$ cat src/rtl/i2s_pkg.sv
// i2s_pkg: mode encodings and width helper shared by the I2S/TDM master
package i2s_pkg;
  localparam logic [1:0] MODE_I2S = 2'd0;
  localparam logic [1:0] MODE_LJ  = 2'd1;
  localparam logic [1:0] MODE_DSP = 2'd2;
  function automatic int clog2(input int n);
    int r;
    r = 1;
    while ((1 << r) < n) r++;
    return r;
  endfunction
endpackage

$ cat src/rtl/i2s_bclk_div.sv
// i2s_bclk_div: divides adc_clk down to bclk and strobes each bclk falling edge
module i2s_bclk_div import i2s_pkg::*; #(
  parameter int BCLK_DIV = 8
) (
  input  logic adc_clk,
  input  logic adc_rst,
  input  logic enable,
  output logic bclk,
  output logic fall,
  output logic start
);
  localparam int DW = clog2(BCLK_DIV);
  logic [DW-1:0] div_cnt_q, div_cnt_d;
  logic          bclk_q, bclk_d;
  logic          en_q;
  // the first enabled cycle counts as a falling edge so a frame starts at once
  always_comb begin
    start     = enable && !en_q;
    fall      = start || (enable && div_cnt_q == DW'(BCLK_DIV - 1));
    div_cnt_d = (!enable || fall) ? '0 : div_cnt_q + 1'b1;
    bclk_d    = 32'(div_cnt_d) >= BCLK_DIV / 2;
  end
  // divider state; held at zero while disabled
  always_ff @(posedge adc_clk or posedge adc_rst) begin
    if (adc_rst) begin
      div_cnt_q <= '0;
      bclk_q    <= 1'b0;
      en_q      <= 1'b0;
    end else begin
      div_cnt_q <= div_cnt_d;
      bclk_q    <= bclk_d;
      en_q      <= enable;
    end
  end
  assign bclk = bclk_q;
endmodule

$ cat src/rtl/i2s_tdm_master.sv
// i2s_tdm_master: I2S / left-justified / DSP TDM bus master serialising one frame per word clock
module i2s_tdm_master import i2s_pkg::*; #(
  parameter int DATA_W   = 24,
  parameter int SLOT_W   = 32,
  parameter int NUM_CH   = 2,
  parameter int BCLK_DIV = 8
) (
  input  logic                     adc_clk,
  input  logic                     adc_rst,
  input  logic                     enable,
  input  logic [1:0]               mode,
  input  logic [NUM_CH*DATA_W-1:0] s_data,
  input  logic                     s_valid,
  output logic                     s_ready,
  output logic                     i2s_bclk,
  output logic                     i2s_wclk,
  output logic                     i2s_sdo,
  output logic                     frame_start,
  output logic                     underrun
);
  localparam int FW = NUM_CH * DATA_W;
  localparam int BW = clog2(SLOT_W);
  localparam int SW = clog2(NUM_CH);
  localparam int IW = clog2(FW);
  logic          fall, start;
  logic [1:0]    mode_q, mode_d;
  logic          full_q, full_d;
  logic [FW-1:0] hold_q, hold_d, shift_q, shift_d;
  logic [BW-1:0] bit_q, bit_d;
  logic [SW-1:0] slot_q, slot_d;
  logic          wclk_q, wclk_d, sdo_q, sdo_d, dly_q, dly_d;
  logic          frame_start_q, frame_start_d, underrun_q, underrun_d;
  logic          lj, dsp, accept, bit_last, slot_last, pos0, load, raw;
  logic [IW-1:0] idx;

  i2s_bclk_div #(.BCLK_DIV(BCLK_DIV)) u_div (
    .adc_clk (adc_clk),
    .adc_rst (adc_rst),
    .enable  (enable),
    .bclk    (i2s_bclk),
    .fall    (fall),
    .start   (start)
  );

  // position, handshake, frame load and serial data, all stepped on bclk falls
  always_comb begin
    lj            = mode_q == MODE_LJ;
    dsp           = mode_q == MODE_DSP;
    mode_d        = enable ? mode_q : mode;
    accept        = s_valid && !full_q;
    bit_last      = bit_q == BW'(SLOT_W - 1);
    slot_last     = slot_q == SW'(NUM_CH - 1);
    bit_d         = (!enable || start) ? '0 : !fall ? bit_q : bit_last ? '0 : bit_q + 1'b1;
    slot_d        = (!enable || start) ? '0 : (!fall || !bit_last) ? slot_q : slot_last ? '0 : slot_q + 1'b1;
    pos0          = bit_d == '0 && slot_d == '0;
    load          = fall && pos0;
    shift_d       = load ? (full_q ? hold_q : '0) : shift_q;
    hold_d        = accept ? s_data : hold_q;
    full_d        = accept || (full_q && !load);
    idx           = IW'(32'(slot_d) * DATA_W + DATA_W - 1 - 32'(bit_d));
    raw           = 32'(bit_d) < DATA_W && shift_d[idx];
    dly_d         = !enable ? 1'b0 : fall ? raw : dly_q;
    sdo_d         = !enable ? 1'b0 : fall ? (lj ? raw : dly_q) : sdo_q;
    wclk_d        = !enable ? 1'b0 : fall ? (dsp ? pos0 : 32'(slot_d) >= NUM_CH / 2) : wclk_q;
    frame_start_d = load;
    underrun_d    = load && !full_q;
  end

  // state register; asynchronous reset returns the bus to idle immediately
  always_ff @(posedge adc_clk or posedge adc_rst) begin
    if (adc_rst) begin
      mode_q        <= MODE_I2S;
      full_q        <= 1'b0;
      hold_q        <= '0;
      shift_q       <= '0;
      bit_q         <= '0;
      slot_q        <= '0;
      wclk_q        <= 1'b0;
      sdo_q         <= 1'b0;
      dly_q         <= 1'b0;
      frame_start_q <= 1'b0;
      underrun_q    <= 1'b0;
    end else begin
      mode_q        <= mode_d;
      full_q        <= full_d;
      hold_q        <= hold_d;
      shift_q       <= shift_d;
      bit_q         <= bit_d;
      slot_q        <= slot_d;
      wclk_q        <= wclk_d;
      sdo_q         <= sdo_d;
      dly_q         <= dly_d;
      frame_start_q <= frame_start_d;
      underrun_q    <= underrun_d;
    end
  end

  assign s_ready     = !full_q;
  assign i2s_wclk    = wclk_q;
  assign i2s_sdo     = sdo_q;
  assign frame_start = frame_start_q;
  assign underrun    = underrun_q;
endmodule

$ cat config.mk
export PLATFORM = sky130hd
export DESIGN_NAME = i2s_tdm_master
export DESIGN_NICKNAME = d
export VERILOG_FILES = /design/src/rtl/i2s_pkg.sv /design/src/rtl/i2s_bclk_div.sv /design/src/rtl/i2s_tdm_master.sv
export SDC_FILE = /design/constraint.sdc
export NUM_CORES = 1
export LEC_CHECK = 0
export CORE_UTILIZATION = 27
export DETAILED_ROUTE_END_ITERATION = 10
export PLACE_DENSITY = 0.44
export SLEW_MARGIN = 20
export SYNTH_ARGS = -nofsm -noshare
export SYNTH_HDL_FRONTEND = slang
export SYNTH_HIERARCHICAL = 1
export SYNTH_SLANG_ARGS = --single-unit
$ cat constraint.sdc
create_clock -name adc_clk -period 3.8 [get_ports adc_clk]
set_clock_uncertainty 0.2 [all_clocks]
set_input_delay 0.38 -clock adc_clk [delete_from_list [all_inputs] [get_ports adc_clk]]
set_output_delay 0.38 -clock adc_clk [all_outputs]
set_load 0.05 [all_outputs]
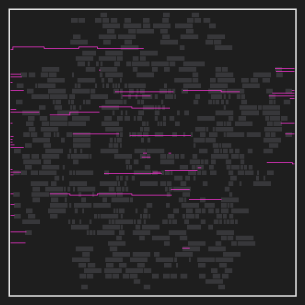
(run_1/met3.png)
Scale: 2 px per um.
main direction: horizontal
share of all routed wire: 3.7%
met3 usage: 0.0414
Final Routed Wirelength: 14600 um
routed via count: 3926

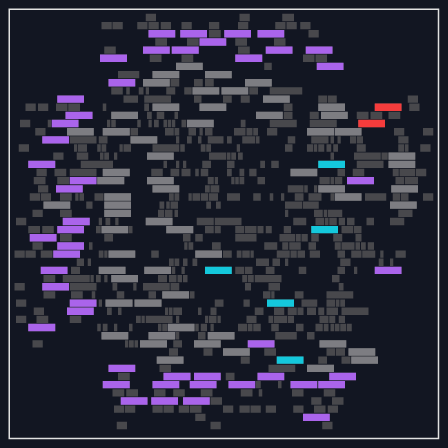
(run_1/registers.png)
Scale: 3 px per um. Other sequential cells in the stronger grey, the rest of the logic in the fainter grey.
| name in the netlist | colour | sequential cells |
|---|---|---|
| bit_q | cyan | 5 |
| hold_q | purple | 48 |
| mode_q | red | 2 |
not coloured: 59
sequential share of cell area: 0.401
Reg area: 2850 um2
fin util: 0.367
seq pwr: 0.00205 W

==> flow_metrics.tcl, run 1 <==
# metrics dict for downstream scripts
set metrics [dict create \
    worstPathMaxFanout 14 \
    powerComb_w 0.00100 \
    cts_resized 0 \
    yosys_warnings 6 \
    wire_per_inst_um 17.3 \
    setup_viol 0 \
    die.size.x_um 143 \
    grt_pass1_wl_um 23700 \
    syn_inst 476 \
    diodes 0 \
    cp.depth 18 \
    final_cell_mix "dfrtp_1 (114), nand2_1 (60), clkdlybuf4s50_1 (59), mux2_2 (50), buf_4 (35)" \
    total_power_w 0.00467 \
    combPwrFrac 0.215 \
    power_leader "sequential cells" \
    clock-sinks 114 \
    top_cell "dfrtp_1" \
    cpMaxStageDelayCell "dfrtp_1" \
    endpoint "i2s_sdo$_DFFE_PP0P_" \
    p_clk_w 0.00162 \
    synth_xor_xnor_area_share 0.00492 \
    synth_stat.cells 476 \
    ir_drop_uv 313 \
    clockBufferDepth 2 \
    worstMarginPinSlew_ns 0.861 \
    r2r-start "u_div/div_cnt_q[0]$_DFF_PP0_" \
    cp_top_family "AND-OR/OR-AND gates" \
    cp_common_cell "ha_2" \
    drt_iter0_markers 225 \
    die_h_um 143 \
    yosysTopAreaCell "dfrtp_1" \
    critPathBufInv 3 \
    setup.worst_path.start "u_div/div_cnt_q[0]$_DFF_PP0_" \
    holdWs_ns 0.0300 \
    tool_warnings 26 \
    r2r_slack_ns 0.18 \
    chip_area_um2 20300 \
    p_seq_frac 0.438 \
    maxCapViolCount 0 \
    status "finished, final reports clean" \
]
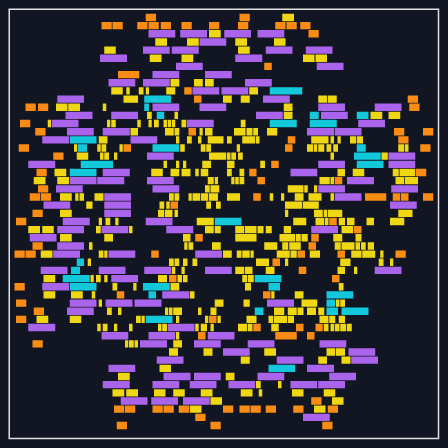
(run_1/cell_classes.png)
Scale: 3 px per um.
| class | colour | cells |
|---|---|---|
| clock drivers and dummy loads | cyan | 32 |
| other buffers and delay cells | orange | 97 |
| flip-flops | purple | 114 |
| all other logic | yellow | 333 |
fin area: 7120 um2
core area: 19400 um2
row count: 51

-- run 1: cell type report --
cell class,instances,area (um2)
fill,1967,12300
sequential,114,2850
multi-input combinational,317,2360
timing repair buffer,97,913
clock buffer,17,425
tap,265,332
clock inverter,15,174
inverter,16,62.6
-- run 1: sequential cells by signal, indices dropped and copies added, names as in the netlist --
signal / count
hold_q: 48
shift_q: 48
bit_q: 5
mode_q: 2
u_div/div_cnt_q: 2
dly_q: 1
frame_start: 1
full_q: 1
i2s_sdo: 1
i2s_wclk: 1
slot_last: 1
u_div/bclk: 1
u_div/en_q: 1
underrun: 1
-- run 1: layer usage --
metal  global-route usage  part of all wire  up-vias
li1                     -                 -     1911
met2                0.252              0.48       62
met4               0.0447            0.0083        0
met3               0.0414             0.037       10
met1                0.211              0.48     1943
met5                    0                 0        -
==> run_1/final_placement.png <==
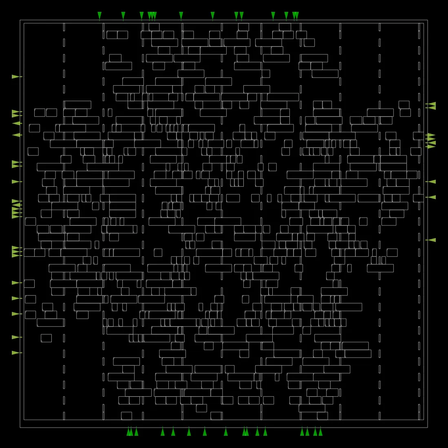

==> run 2: changes to the inputs <==
--- a/config.mk
+++ b/config.mk
@@ -6,8 +6,8 @@
 export NUM_CORES = 1
 export LEC_CHECK = 0
 export CORE_UTILIZATION = 27
+export CTS_CLUSTER_SIZE = 24
 export DETAILED_ROUTE_END_ITERATION = 10
-export PLACE_DENSITY = 0.44
 export SLEW_MARGIN = 20
 export SYNTH_ARGS = -nofsm -noshare
 export SYNTH_HDL_FRONTEND = slang
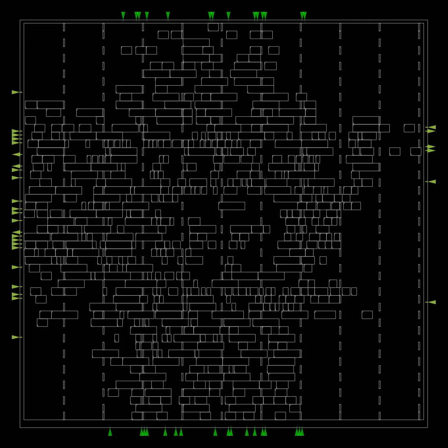
(run_2/final_placement.png)
sequential share of cell area: 0.406
fin util: 0.362

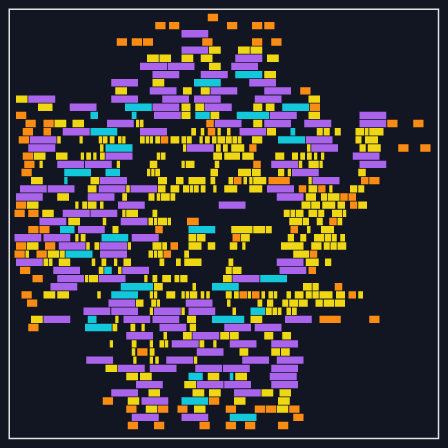
(run_2/cell_classes.png)
Scale: 3 px per um.
| class | colour | cells |
|---|---|---|
| all other logic | yellow | 333 |
| flip-flops | purple | 114 |
| other buffers and delay cells | orange | 87 |
| clock drivers and dummy loads | cyan | 32 |
fin area: 7030 um2

==> run 2 against run 1 <==
Critical path depth down 5. Largest power group unchanged. Worst hold slack better by 0.015 ns. Die size unchanged. Synthesized cell count unchanged. Maximum frequency up 1.8%. First-iteration DRC count up 46%. Critical path type unchanged. Clock power up 2%.
==> flow_metrics.tcl, run 2 <==
# metrics dict for downstream scripts
set metrics [dict create \
    top_regs "hold_q (48), shift_q (48), bit_q (5)" \
    chip_area_um2 20300 \
    worstMarginPinSlew_ns 0.721 \
    status "finished, final reports clean" \
    wirelength_met1_um 6390 \
    cts_resized 0 \
    drt_iter0_markers 328 \
    die_h_um 143 \
    r2r-start "u_div/div_cnt_q[0]$_DFF_PP0_" \
    worstPathMaxFanout 13 \
    grt_use_met3 0.0373 \
    wire_per_inst_um 16.6 \
    clockBufferDepth 2 \
    synth_stat.cells 476 \
    wirelength_um 13800 \
    core_um2 19400 \
    top_layer_used "met4" \
    clock-sinks 114 \
    yosys_warnings 6 \
    cts_root_buffer "clkbuf_16" \
    rows 51 \
    met2_usage 0.230 \
    setup.worst_path.start "u_div/div_cnt_q[0]$_DFF_PP0_" \
    setup_viol 0 \
    tool_warnings 26 \
    critPathBufInv 1 \
    holdWs_ns 0.0445 \
    met1_usage 0.195 \
    cpMaxStageDelayCell "or4b_1" \
    wl_met3_um 659 \
    r2r_end "dly_q$_DFFE_PP0P_" \
    endpoint "dly_q$_DFFE_PP0P_" \
    synthAoiAreaFrac 0.169 \
    die.size.x_um 143 \
    final_cell_mix "dfrtp_1 (114), nand2_1 (60), clkdlybuf4s50_1 (59), mux2_2 (50), o21ai_0 (31)" \
    top_cell "dfrtp_1" \
    maxCapViolCount 0 \
    top_area_frac 0.535 \
    grt_pass1_wl_um 22400 \
    route.met2.wl_um 6470 \
    synth_xor_xnor_area_share 0.00492 \
    yosysTopAreaCell "dfrtp_1" \
    r2r_slack_ns 0.25 \
    cp_common_cell "ha_1" \
    ir_drop_uv 331 \
]
-- run 2: netlist changes by cell type in the layout (fill, tap and decap cells not counted), sizes merged --
| cell | change |
|---|---|
| buf | -10 |
| inv | -7 |
| clkbuf | +7 |
| bufinv | +1 |
| clkinvlp | -1 |
-- run 2: where the power goes --
part           internal (W)  switching (W)
sequential          0.00171       0.000313
combinational      0.000538       0.000454
clock               0.00112       0.000539
-- run 2: cells by family after synthesis --
logic type                 Yosys count
AOI/OAI and AO/OA                  123
xor gates and xnor gates             3
adders and majority gates            7
buffers and inverters               45
DFF                                114
muxes                               52
and+or+nand+nor                    132
-- run 2: cell type report --
class                   count  area, um2
clock buffers              24        502
clock inverters             8        124
fillers                  1935      12400
inverters                  16       62.6
multi-input cells         317       2330
flip-flops and latches    114       2850
well taps                 265        332
repair buffers             87        830
==> run_2/drive_strength.png <==
Scale: 3 px per um.
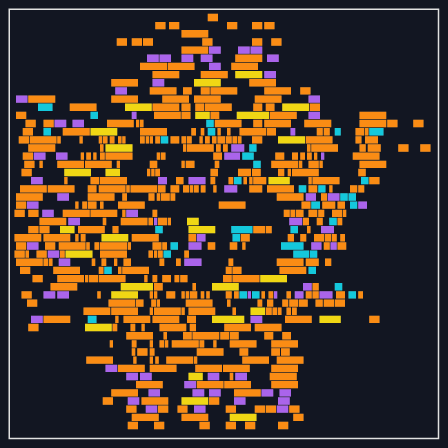

==> run 3: changes to the inputs <==
--- a/config.mk
+++ b/config.mk
@@ -8,6 +8,7 @@
 export CORE_UTILIZATION = 27
 export CTS_CLUSTER_SIZE = 24
 export DETAILED_ROUTE_END_ITERATION = 10
+export PLACE_DENSITY_LB_ADDON = 0.08
 export SLEW_MARGIN = 20
 export SYNTH_ARGS = -nofsm -noshare
 export SYNTH_HDL_FRONTEND = slang
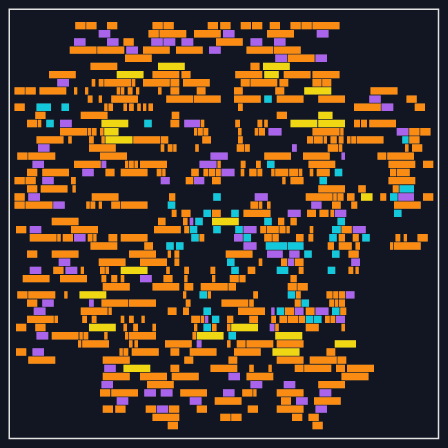
(run_3/drive_strength.png)
Scale: 3 px per um.
| size | colour | cells |
|---|---|---|
| drive 2 | purple | 82 |
| drive 3 to 4 | cyan | 48 |
| drive 6 and up | yellow | 22 |
| drive 1 or less | orange | 426 |
Non-Clock Buffer Count: 101
setup ws final: 0.197 ns
fin area: 7020 um2
synthesis-to-layout area growth: 31.6%

==> run 3 against run 2 <==
Cell area about the same. Cell count up 1.4%. Worst hold slack worse by 0.0043 ns. Sequential share of layout area about the same. Count of clock-buffer cells in the layout unchanged. Largest cell class unchanged.
==> flow_metrics.tcl, run 3 <==
# metrics dict for downstream scripts
set metrics [dict create \
    die_h_um 143 \
    final_cell_mix "dfrtp_1 (114), nand2_1 (60), clkdlybuf4s50_1 (59), mux2_2 (50), buf_4 (40)" \
    p_sw_frac 0.295 \
    core_um2 19400 \
    synth_stat.cells 476 \
    tool_warnings 26 \
    top_cell "dfrtp_1" \
    top_layer_used "met4" \
    comb_share 0.333 \
    num_tap_cells 265 \
    wire_per_inst_um 17.2 \
    buf_share 0.131 \
    nClkBuffers 24 \
    setup.worst_path.start "bit_q[0]$_DFF_PP0_" \
    drt_iter0_markers 136 \
    r2r_slack_ns 0.20 \
    rows 51 \
    yosysTopAreaCell "dfrtp_1" \
    flop_area_um2 2850 \
    inverters_excl_clock 16 \
    p_int_w 0.00313 \
    status "finished, final reports clean" \
    route.met2.wl_um 6660 \
    clockBufferDepth 2 \
    critPathBufInv 1 \
    top_regs "hold_q (48), shift_q (48), bit_q (5)" \
    top_area_frac 0.535 \
    yosys_warnings 6 \
    nFillCells 1992 \
]
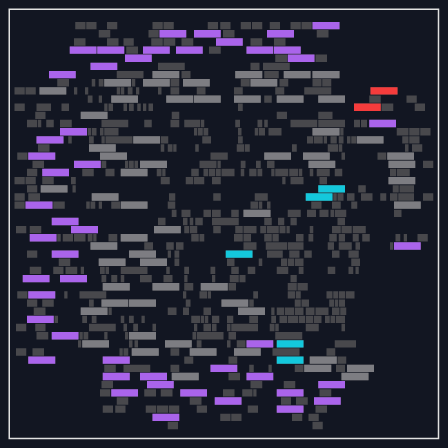
(run_3/registers.png)
Scale: 3 px per um. Other sequential cells in the stronger grey, the rest of the logic in the fainter grey.
fin util: 0.362
seq pwr: 0.00203 W
sequential share of cell area: 0.406

-- run 3: cell counts after synthesis --
No cell type changed its count.
-- run 3: per-stage QoR --
step | area [um2] | instances
2_1_floorplan | 5340 | 476
3_3_place_gp | 6450 | 812
3_5_place_dp | 6450 | 812
4_1_cts | 6960 | 842
5_1_grt | 7020 | 843
6_report | 7020 | 843
-- run 3: cell families (layout without fill, tap and decap cells) --
family,Yosys count,in the layout,share of synthesized area
adder cells (fa/ha/maj),7,7,0.0164
AND-OR/OR-AND,123,123,0.169
buffers and inverters,45,147,0.0371
XOR/XNOR,3,3,0.00493
flip-flops,114,114,0.535
AND/OR/NAND/NOR,132,132,0.128
multiplexers,52,52,0.110
-- run 3: what timing repair did --
item                                    4_1_cts  5_1_grt
buffers inserted                              0        1
resized                                       0       12
endpoints found under the setup margin        0        2
Power and IR drop assume default switching activity.
